### The clock network, run 1

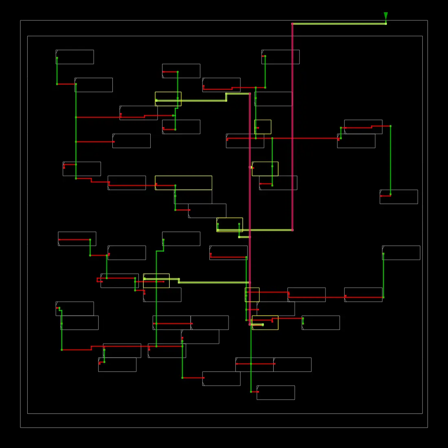
### Cell classes on the final placement, run 1

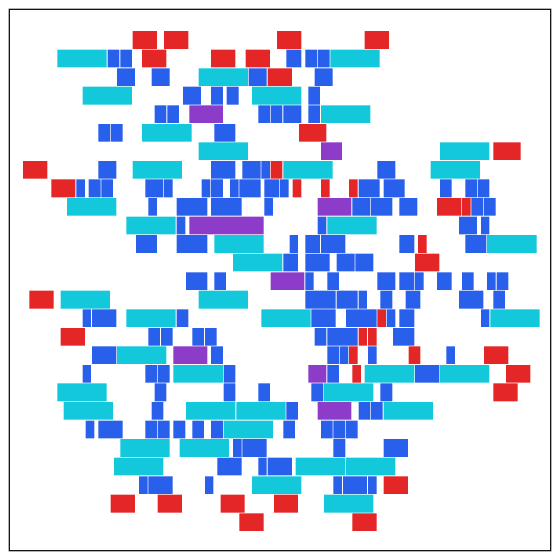
### Clock network drawn from the DEF, run 1

Bar = 20 um.
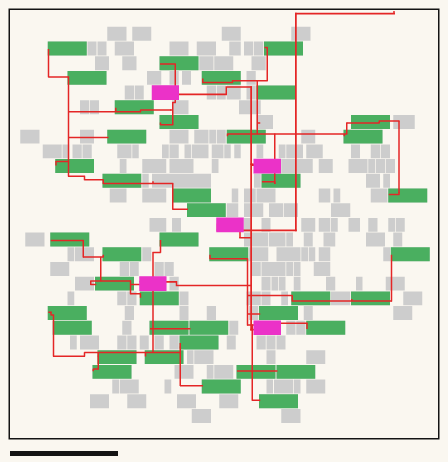
File: config.mk
export PLATFORM = sky130hd
export DESIGN_NAME = spi_slave_if
export DESIGN_NICKNAME = d
export VERILOG_FILES = /design/src/rtl/spi_pkg.sv /design/src/rtl/spi_shift_out.sv /design/src/rtl/spi_slave_if.sv
export SDC_FILE = /design/constraint.sdc
export NUM_CORES = 1
export LEC_CHECK = 0
export CAP_MARGIN = 20
export CORE_MARGIN = 1
export CORE_UTILIZATION = 30
export DETAILED_ROUTE_END_ITERATION = 16
export GPL_TIMING_DRIVEN = 0
export HOLD_SLACK_MARGIN = 0.15
export PLACE_DENSITY = 0.52
export SYNTH_ARGS = -nofsm -noshare
export SYNTH_HDL_FRONTEND = slang
export SYNTH_SLANG_ARGS = --single-unit
File: constraint.sdc
create_clock -name clk -period 5.7 [get_ports clk]
set_input_delay 1.14 -clock clk [delete_from_list [all_inputs] [get_ports clk]]
set_output_delay 1.14 -clock clk [all_outputs]
set_load 0.03 [all_outputs]
File: src/rtl/spi_pkg.sv
// ---------------------------------------------------------------------------
// spi_pkg
//   Shared definitions for the SPI slave front end of the single-port RAM:
//   FSM state encodings, the 2-bit command codes carried in the top two bits
//   of each received word, and default data widths.
//   No ports (package).
// ---------------------------------------------------------------------------
package spi_pkg;

    localparam int TX_WIDTH_DEF = 8;
    localparam int RX_WIDTH_DEF = TX_WIDTH_DEF + 2;

    typedef enum logic [2:0] {
        IDLE      = 3'd0,
        CHK_CMD   = 3'd1,
        WRITE     = 3'd2,
        READ_ADD  = 3'd3,
        READ_DATA = 3'd4
    } spi_state_t;

    // Decoded by the RAM, passed through untouched by the SPI slave.
    typedef enum logic [1:0] {
        CMD_WR_ADDR = 2'b00,
        CMD_WR_DATA = 2'b01,
        CMD_RD_ADDR = 2'b10,
        CMD_RD_DATA = 2'b11
    } spi_cmd_t;

endpackage

File: src/rtl/spi_shift_out.sv
// ---------------------------------------------------------------------------
// spi_shift_out
//   Parallel-load, MSB-first output shifter for the MISO read-back path.
//   Once loaded it presents TX_WIDTH bits, one per clock, then raises o_done
//   and stays quiet until cleared.
// Ports
//   clk      in   system clock, rising edge
//   i_rst    in   synchronous active-high reset
//   i_clear  in   frame end: drop any shift in progress and the done flag
//   i_load   in   load i_data into the shifter
//   i_data   in   TX_WIDTH parallel data
//   o_bit    out  current serial bit (0 when not shifting)
//   o_busy   out  bits remain to be shifted
//   o_done   out  a full word has been shifted out since the last clear
// ---------------------------------------------------------------------------
module spi_shift_out
    import spi_pkg::*;
#(
    parameter int TX_WIDTH = TX_WIDTH_DEF
) (
    input  logic                clk,
    input  logic                i_rst,
    input  logic                i_clear,
    input  logic                i_load,
    input  logic [TX_WIDTH-1:0] i_data,
    output logic                o_bit,
    output logic                o_busy,
    output logic                o_done
);

    localparam int CNT_W = $clog2(TX_WIDTH + 1);

    logic [TX_WIDTH-1:0] r_sreg;
    logic [CNT_W-1:0]    r_cnt;     // bits still to present, including the current one
    logic                r_done;

    always_ff @(posedge clk) begin
        if (i_rst || i_clear) begin
            r_sreg <= '0;
            r_cnt  <= '0;
            r_done <= 1'b0;
        end else if (i_load) begin
            r_sreg <= i_data;
            r_cnt  <= CNT_W'(TX_WIDTH);
        end else if (r_cnt != '0) begin
            r_sreg <= {r_sreg[TX_WIDTH-2:0], 1'b0};
            r_cnt  <= r_cnt - CNT_W'(1);
            if (r_cnt == CNT_W'(1)) begin
                r_done <= 1'b1;
            end
        end
    end

    assign o_busy = (r_cnt != '0);
    assign o_bit  = o_busy & r_sreg[TX_WIDTH-1];
    assign o_done = r_done;

endmodule

File: src/rtl/spi_slave_if.sv
// ---------------------------------------------------------------------------
// spi_slave_if
//   SPI slave (mode 0, MSB first, sampled on clk) in front of the single-port
//   RAM. Collects RX_WIDTH-bit {cmd, payload} words from MOSI and strobes them
//   out on rx_data/rx_valid. On a read-data frame, loads the RAM's tx_data
//   and shifts it back out on MISO.
// Ports
//   clk       in   system clock and SPI bit clock, rising edge
//   rst       in   synchronous active-high reset
//   SS_n      in   active-low slave select, frames a transaction
//   MOSI      in   serial data in
//   MISO      out  serial data out (0 when not shifting read data)
//   rx_data   out  last completed word {cmd[1:0], payload}
//   rx_valid  out  one-cycle strobe, rx_data just updated
//   tx_data   in   read data from RAM
//   tx_valid  in   tx_data valid (level)
// ---------------------------------------------------------------------------
module spi_slave_if
    import spi_pkg::*;
#(
    parameter int TX_WIDTH = TX_WIDTH_DEF,
    parameter int RX_WIDTH = TX_WIDTH + 2
) (
    input  logic                clk,
    input  logic                rst,
    input  logic                SS_n,
    input  logic                MOSI,
    output logic                MISO,
    output logic [RX_WIDTH-1:0] rx_data,
    output logic                rx_valid,
    input  logic [TX_WIDTH-1:0] tx_data,
    input  logic                tx_valid
);

    localparam int                CNT_W     = $clog2(RX_WIDTH + 1);
    localparam logic [CNT_W-1:0]  LAST_BIT  = CNT_W'(RX_WIDTH - 1);
    localparam logic [CNT_W-1:0]  WORD_DONE = CNT_W'(RX_WIDTH);

    spi_state_t           r_state;
    spi_state_t           w_next_state;
    logic [CNT_W-1:0]     r_bit_cnt;       // bits of the current word sampled so far
    logic [RX_WIDTH-2:0]  r_shift;
    logic [RX_WIDTH-1:0]  r_rx_data;
    logic                 r_rx_valid;
    logic                 r_rd_addr_done;  // survives SS_n; cleared by rst or a read-data word

    logic                 w_sample;
    logic                 w_complete;
    logic                 w_load;
    logic                 w_tx_bit;
    logic                 w_tx_busy;
    logic                 w_tx_done;

    always_ff @(posedge clk) begin
        if (rst) begin
            r_state <= IDLE;
        end else begin
            r_state <= w_next_state;
        end
    end

    always_comb begin
        w_next_state = r_state;
        w_sample     = 1'b0;
        w_complete   = 1'b0;
        w_load       = 1'b0;
        if (SS_n) begin
            w_next_state = IDLE;
        end else begin
            case (r_state)
                IDLE: begin
                    w_next_state = CHK_CMD;
                end
                CHK_CMD: begin
                    w_sample = 1'b1;
                    if (!MOSI) begin
                        w_next_state = WRITE;
                    end else if (r_rd_addr_done) begin
                        w_next_state = READ_DATA;
                    end else begin
                        w_next_state = READ_ADD;
                    end
                end
                WRITE, READ_ADD, READ_DATA: begin
                    if (r_bit_cnt != WORD_DONE) begin
                        w_sample   = 1'b1;
                        w_complete = (r_bit_cnt == LAST_BIT);
                    end
                    // r_rx_valid high marks the strobe cycle, whose tx_valid may be stale.
                    if (r_state == READ_DATA && r_bit_cnt == WORD_DONE && !r_rx_valid &&
                        tx_valid && !w_tx_busy && !w_tx_done) begin
                        w_load = 1'b1;
                    end
                end
                default: begin
                    w_next_state = IDLE;
                end
            endcase
        end
    end

    always_ff @(posedge clk) begin
        if (rst) begin
            r_bit_cnt      <= '0;
            r_shift        <= '0;
            r_rx_data      <= '0;
            r_rx_valid     <= 1'b0;
            r_rd_addr_done <= 1'b0;
        end else begin
            r_rx_valid <= w_complete;
            if (SS_n) begin
                r_bit_cnt <= '0;
                r_shift   <= '0;
            end else if (w_sample) begin
                r_shift   <= {r_shift[RX_WIDTH-3:0], MOSI};
                r_bit_cnt <= r_bit_cnt + CNT_W'(1);
            end
            if (w_complete) begin
                r_rx_data <= {r_shift, MOSI};
                if (r_state == READ_ADD) begin
                    r_rd_addr_done <= 1'b1;
                end else if (r_state == READ_DATA) begin
                    r_rd_addr_done <= 1'b0;
                end
            end
        end
    end

    spi_shift_out #(
        .TX_WIDTH (TX_WIDTH)
    ) u_shift_out (
        .clk     (clk),
        .i_rst   (rst),
        .i_clear (SS_n),
        .i_load  (w_load),
        .i_data  (tx_data),
        .o_bit   (w_tx_bit),
        .o_busy  (w_tx_busy),
        .o_done  (w_tx_done)
    );

    assign MISO     = w_tx_bit;
    assign rx_data  = r_rx_data;
    assign rx_valid = r_rx_valid;

endmodule

==> reports/qor.csv, run 1 <==
stage,metric,value,unit
yosys,Netlist cell types,38,
placement,Placed Instances,296,
power,power share of the sequential group,43.6,%
yosys,Synth Seq Share,45.91,%
worst_setup_path,Critical Setup Path Class,reg -> out,
placement,RePlAce Congestion,0.7460,
yosys,Yosys chip area,1788,um2
clocking,postcts setup bufs,0,
run_status,outcome,finished clean,
yosys,Synth Net Count,219,
yosys,Mux cell area share,7.278,%
yosys,top area contributor share,45.91,%
worst_setup_path,CP required,4560,ps
yosys,"Avg Cell Area, Syn",8.940,um2
route,top sig layer,met4,
die,n_taps,72,
power,combinational gate power,154,uW
power,"Power, Total",700.7,uW
yosys,post-synthesis cell count,200,
route,met2 wire len,1702,um
layout,dominant class by area,logic gates,
power,Pwr top,registers,
route,drt initial violations,120,
route,post-DR wirelength/cell,12.94,um
layout,Logic Gate Count,137,
clocking,Worst-path clk slew,80,ps
sta,max frequency,277.9,MHz
worst_setup_path,worst r2r src,u_shift_out.r_cnt[0]$_SDFFE_PP0P_,
layout,Clock buf/inv share,5.154,%
sta,post-layout min period,3599,ps
sta,Hold Fails Final Rpt,0,
layout,Sequential cell area,820.8,um2
route,WL final,3935,um
route,M1 WL,2019,um
layout,combinational share of cell area,38.82,%
power,sequential power,305,uW
yosys,Yosys reg bits,41,
worst_setup_path,Crit Reg-Reg Endpoint,u_shift_out.r_sreg[7]$_SDFFE_PP0P_,
yosys,"EDFF count, synth",0,
sta,unrepaired setup endpoints after global routing,no,
clocking,# hold bufs at CTS,0,
yosys,Post-synth ARST share,0,%
route,Vias,1520,
layout,Comb area,867.1,um2
power,Sw Share,30.73,%
yosys,ys flop type,dfxtp_1,
layout,clkbuf count,5,
worst_setup_path,cell count of the worst reg-to-reg path,7,
worst_setup_path,critical path arrival,2460,ps
worst_setup_path,endpoint class of the critical path,output port,
route,first-pass iteration count of the detailed router,4,
layout,Filler cells,564,
yosys,Compound-Gate Fraction of Synth Area,16.72,%
route,DR vias/cell,5.000,
placement,placed wire-length estimate,2707,um
yosys,Synth Area in Simple Gates,19.31,%
layout,bufs w/o clock,38,
die,num ports,25,
placement,Port Buffer Count,24,
sta,"Slew Viols, Final",0,
die,Initial Util,31.69,%
yosys,Main logic family,simple AND/OR/NAND/NOR gates,
placement,Place WS,2430,ps
clocking,CTS Buf Count,5,
sta,final setup violating endpoints,0,
yosys,fa+ha+maj area frac,4.199,%
clocking,clk root buf,clkbuf_8,
global_routing,gr ovfl total,0,
worst_setup_path,slowest cell delay on critical path,580,ps
hold_path,hold endpoint,u_shift_out.r_sreg[0]$_SDFFE_PP0P_,
die,die width,79.20,um
placement,placed instance area,2118,um2
yosys,most common cell in the synthesized netlist,dfxtp_1,
power,PwrDens,313.7,nW/um2
die,Die Y,79.20,um
hold_path,Worst Hold Launch,u_shift_out.r_sreg[0]$_SDFFE_PP0P_,
## Picture notes: 'The clock network'
registers: 41
clk_skew: 7.350 ps
clock latency on the worst-skew pair: 300 ps

## Picture notes: 'Cell classes on the final placement'
legend:
  other buffers and delay cells:
    colour: red
    cells: 38
    share_of_their_area: 14%
  clock drivers and dummy loads:
    colour: purple
    cells: 8
    share_of_their_area: 5.4%
  flip-flops:
    colour: cyan
    cells: 41
    share_of_their_area: 38%
  all other logic:
    colour: blue
    cells: 145
    share_of_their_area: 42%
final core utilization: 39.59%
fraction of area in registers: 36.75%
Core ar.: 5642 um2

## Picture notes: 'Clock network drawn from the DEF'
legend:
  flip-flops:
    colour: green
    count: 41
  clock wires:
    colour: red
    length: 576 um
  cells driving clock nets:
    colour: magenta
    count: 5
routed clock nets: 6
flops lie: spread over the die
power share of the clock group: 34.5%
clock group power: 242 uW

==> run 1: flip-flops by register name, summed over array words and instances (netlist names) <==
name                flops
u_shift_out.o_done      1
u_shift_out.r_cnt       4
r_shift                 9
r_bit_cnt               4
rx_data                10
r_state                 3
r_rd_addr_done          1
u_shift_out.r_sreg      8
rx_valid                1
==> run 1: per-layer routing <==
metal  track usage (%)  vias up
met5                 0        -
met4             6.545        0
met3             3.908        7
met2             20.17       22
met1             18.57      721
li1                  -      770
==> run 1: logic make-up (layout without fill, tap and decap cells) <==
| logic type | after synthesis | in the layout |
|---|---|---|
| simple gates | 66 | 66 |
| flops | 41 | 41 |
| buf+inv | 22 | 54 |
| fa+ha+maj | 6 | 6 |
| mux | 13 | 13 |
| compound gates | 50 | 50 |
| xor+xnor | 2 | 2 |
## Run 2: what changed since run 1
==> constraint.sdc (replaced) <==
create_clock -name clk -period 3.7 [get_ports clk]
set_input_delay 0.74 -clock clk [delete_from_list [all_inputs] [get_ports clk]]
set_output_delay 0.74 -clock clk [all_outputs]
set_load 0.03 [all_outputs]
### Metal layers overlaid, run 2

Bar = 20 um. Only two layers are drawn.
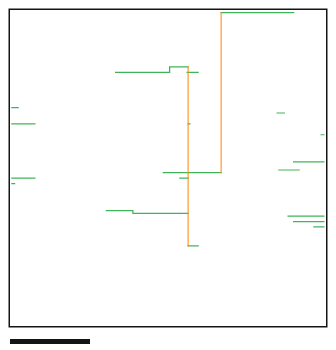
legend:
  met4:
    colour: orange
    wire_length: 85.0 um
  met3:
    colour: green
    wire_length: 129 um
GRT Total Usage: 13.81%
Vias: 1520
WL final: 3935 um
post-DR wirelength/cell: 12.94 um

==> run 2 against run 1 <==
Flip-flop count stayed put. Clock skew is the same. Die area unchanged. Non-clock buffer count did not move. First-iteration DRC count did not move. Synthesized cell count unchanged. Clock power up 54%. Cell count is the same. Combinational power up 54%. Sequential share of layout area did not move. Largest power group unchanged. Highest routed layer unchanged.
==> reports/qor.csv, run 2 <==
stage,metric,value,unit,change
run_status,outcome,finished clean,,
die,die width,79.20,um,unchanged
placement,Port Buffer Count,24,,unchanged
global_routing,initial antenna violation count,0,,
yosys,Yosys reg bits,41,,unchanged
die,site row count,27,,
power,Pwr top,registers,,
yosys,Yosys chip area,1788,um2,unchanged
die,Die Size,6273,um2,
worst_setup_path,Worst Path Max Fanout,10,,
placement,RePlAce Congestion,0.7460,,unchanged
power,power share of the clock group,34.5,%,about the same
worst_setup_path,critical path arrival,2460,ps,about the same
worst_setup_path,Crit path buffers/inverters,3,,
route,drt initial violations,120,,unchanged
global_routing,GR Util met3,3.908,%,unchanged
clocking,Longest Clk Path Bufs,2,,
yosys,"EDFF count, synth",0,,unchanged
yosys,Synth Net Count,219,,unchanged
hold_path,hold path cells,2,,
layout,fraction of layout cells with a size suffix above 1,6.897,%,
yosys,top area contributor share,45.91,%,unchanged
sta,Slew @ Worst Pin,761.9,ps,
route,top sig layer,met4,,
layout,Ant. Diodes,0,,
route,met2 wire len,1702,um,unchanged
sta,final setup violating endpoints,0,,unchanged
worst_setup_path,CP required,2960,ps,-1600 ps
clocking,clk root buf,clkbuf_8,,
sta,unrepaired setup endpoints after global routing,no,,
die,Die Y,79.20,um,unchanged
sta,"Slew Viols, Final",0,,unchanged
worst_setup_path,slowest cell delay on critical path,580,ps,about the same
layout,max FFs per register,10,,unchanged
global_routing,GRT Max-Usage Layer,met2,,
layout,Filler cells,564,,unchanged
die,Core ar.,5642,um2,unchanged
global_routing,first-pass GRT wire length,6713,um,
power,"Power, Total",1079,uW,+54%
hold_path,Hold WC Path Type,reg -> reg,,
route,M1 WL,2019,um,unchanged
yosys,"Avg Cell Area, Syn",8.940,um2,unchanged
power,PwrDens,483.3,nW/um2,+54%
placement,placed wire-length estimate,2707,um,unchanged
worst_setup_path,Crit path depth,6,,
clocking,post_cts resized,0,,
worst_setup_path,Critical Path End,MISO,,
power,Internal,747.8,uW,
worst_setup_path,Critical Setup Path Class,reg -> out,,
power,Gate power share,21.9,%,
die,Initial Util,31.69,%,unchanged
worst_setup_path,Crit Reg-Reg Endpoint,u_shift_out.r_sreg[7]$_SDFFE_PP0P_,,
placement,Place WS,830.0,ps,-1600 ps
placement,Placed Instances,296,,unchanged
layout,Comb area,867.1,um2,unchanged
flow_run,Log Warnings,30,,
clocking,Worst-path clk slew,80,ps,about the same
power,combinational gate power,237,uW,+54%
sta,setup ws final,501.0,ps,
worst_setup_path,cell count of the worst reg-to-reg path,7,,unchanged
flow_run,max_cap viols,0,,
layout,final net count,250,,
sta,Setup TNS,0,ps,
global_routing,gr ovfl total,0,,unchanged
yosys,Post-Syn Area,1788,um2,
clocking,CTS Buf Count,5,,unchanged
route,first-pass iteration count of the detailed router,4,,unchanged
sta,post-layout min period,3199,ps,
worst_setup_path,worst r2r src,u_shift_out.r_cnt[0]$_SDFFE_PP0P_,,
die,num ports,25,,unchanged
power,Sw Share,30.73,%,about the same
clocking,postcts setup bufs,0,,unchanged
placement,placed instance area,2118,um2,unchanged
global_routing,met1 GRT Util,18.57,%,unchanged
layout,Layout area overhead,24.91,%,
power,clock group power,373,uW,+54%
yosys,ys flop type,dfxtp_1,,
layout,Final Cell Area,2233,um2,
power,sequential power,470,uW,+54%
yosys,post-synthesis cell count,200,,unchanged
layout,non-filler cells in the finished layout,304,,
route,metal3 WL,129,um,
hold_path,Worst Hold Launch,u_shift_out.r_sreg[0]$_SDFFE_PP0P_,,
sta,Hold Fails Final Rpt,0,,unchanged
hold_path,hold endpoint,u_shift_out.r_sreg[0]$_SDFFE_PP0P_,,
layout,final core utilization,39.59,%,unchanged
yosys,cell type with the largest total area,dfxtp_1,,
power,power share of the sequential group,43.6,%,about the same
worst_setup_path,flop2flop setup slack,1590,ps,
yosys,yosys warning tally,0,,
yosys,Synth Seq Share,45.91,%,unchanged
worst_setup_path,endpoint class of the critical path,output port,,
yosys,most common cell in the synthesized netlist,dfxtp_1,,
sta,max frequency,312.6,MHz,
power,Max VDD drop,0.2015,mV,
yosys,Post-synth ARST share,0,%,unchanged
worst_setup_path,Slowest cell on crit path,clkdlybuf4s50_1,,
clocking,clock latency on the worst-skew pair,300,ps,about the same
global_routing,met2 GRT Util,20.17,%,unchanged
sta,clk_skew,7.350,ps,unchanged
route,DR vias/cell,5.000,,unchanged
clocking,# hold bufs at CTS,0,,unchanged
layout,Sequential cell area,820.8,um2,unchanged
yosys,Netlist cell types,38,,unchanged
power,Switch Pwr,331.7,uW,
-- run 2: cell counts after synthesis --
Identical to the previous run, type by type.
-- run 2: logic make-up (layout without fill, tap and decap cells) --
| kind of cell | after synthesis | after routing | share of synthesized area (%) |
|---|---|---|---|
| compound gates | 50 | 50 | 16.73 |
| xor+xnor | 2 | 2 | 0.9799 |
| fa+ha+maj | 6 | 6 | 4.199 |
| buf+inv | 22 | 54 | 5.598 |
| flops | 41 | 41 | 45.91 |
| mux | 13 | 13 | 7.278 |
| simple gates | 66 | 66 | 19.31 |
-- run 2: layout make-up --
class                   count  share of cell area [%]
repair buffers             24                   10.76
plain buffers              14                   3.137
inverters                   8                   1.345
multi-input cells         137                   38.82
clock inverters             3                   2.073
flip-flops and latches     41                   36.75
clock buffers               5                   3.081
well taps                  72                   4.034
No activity file was given, so power comes from the tool's default toggle rates.
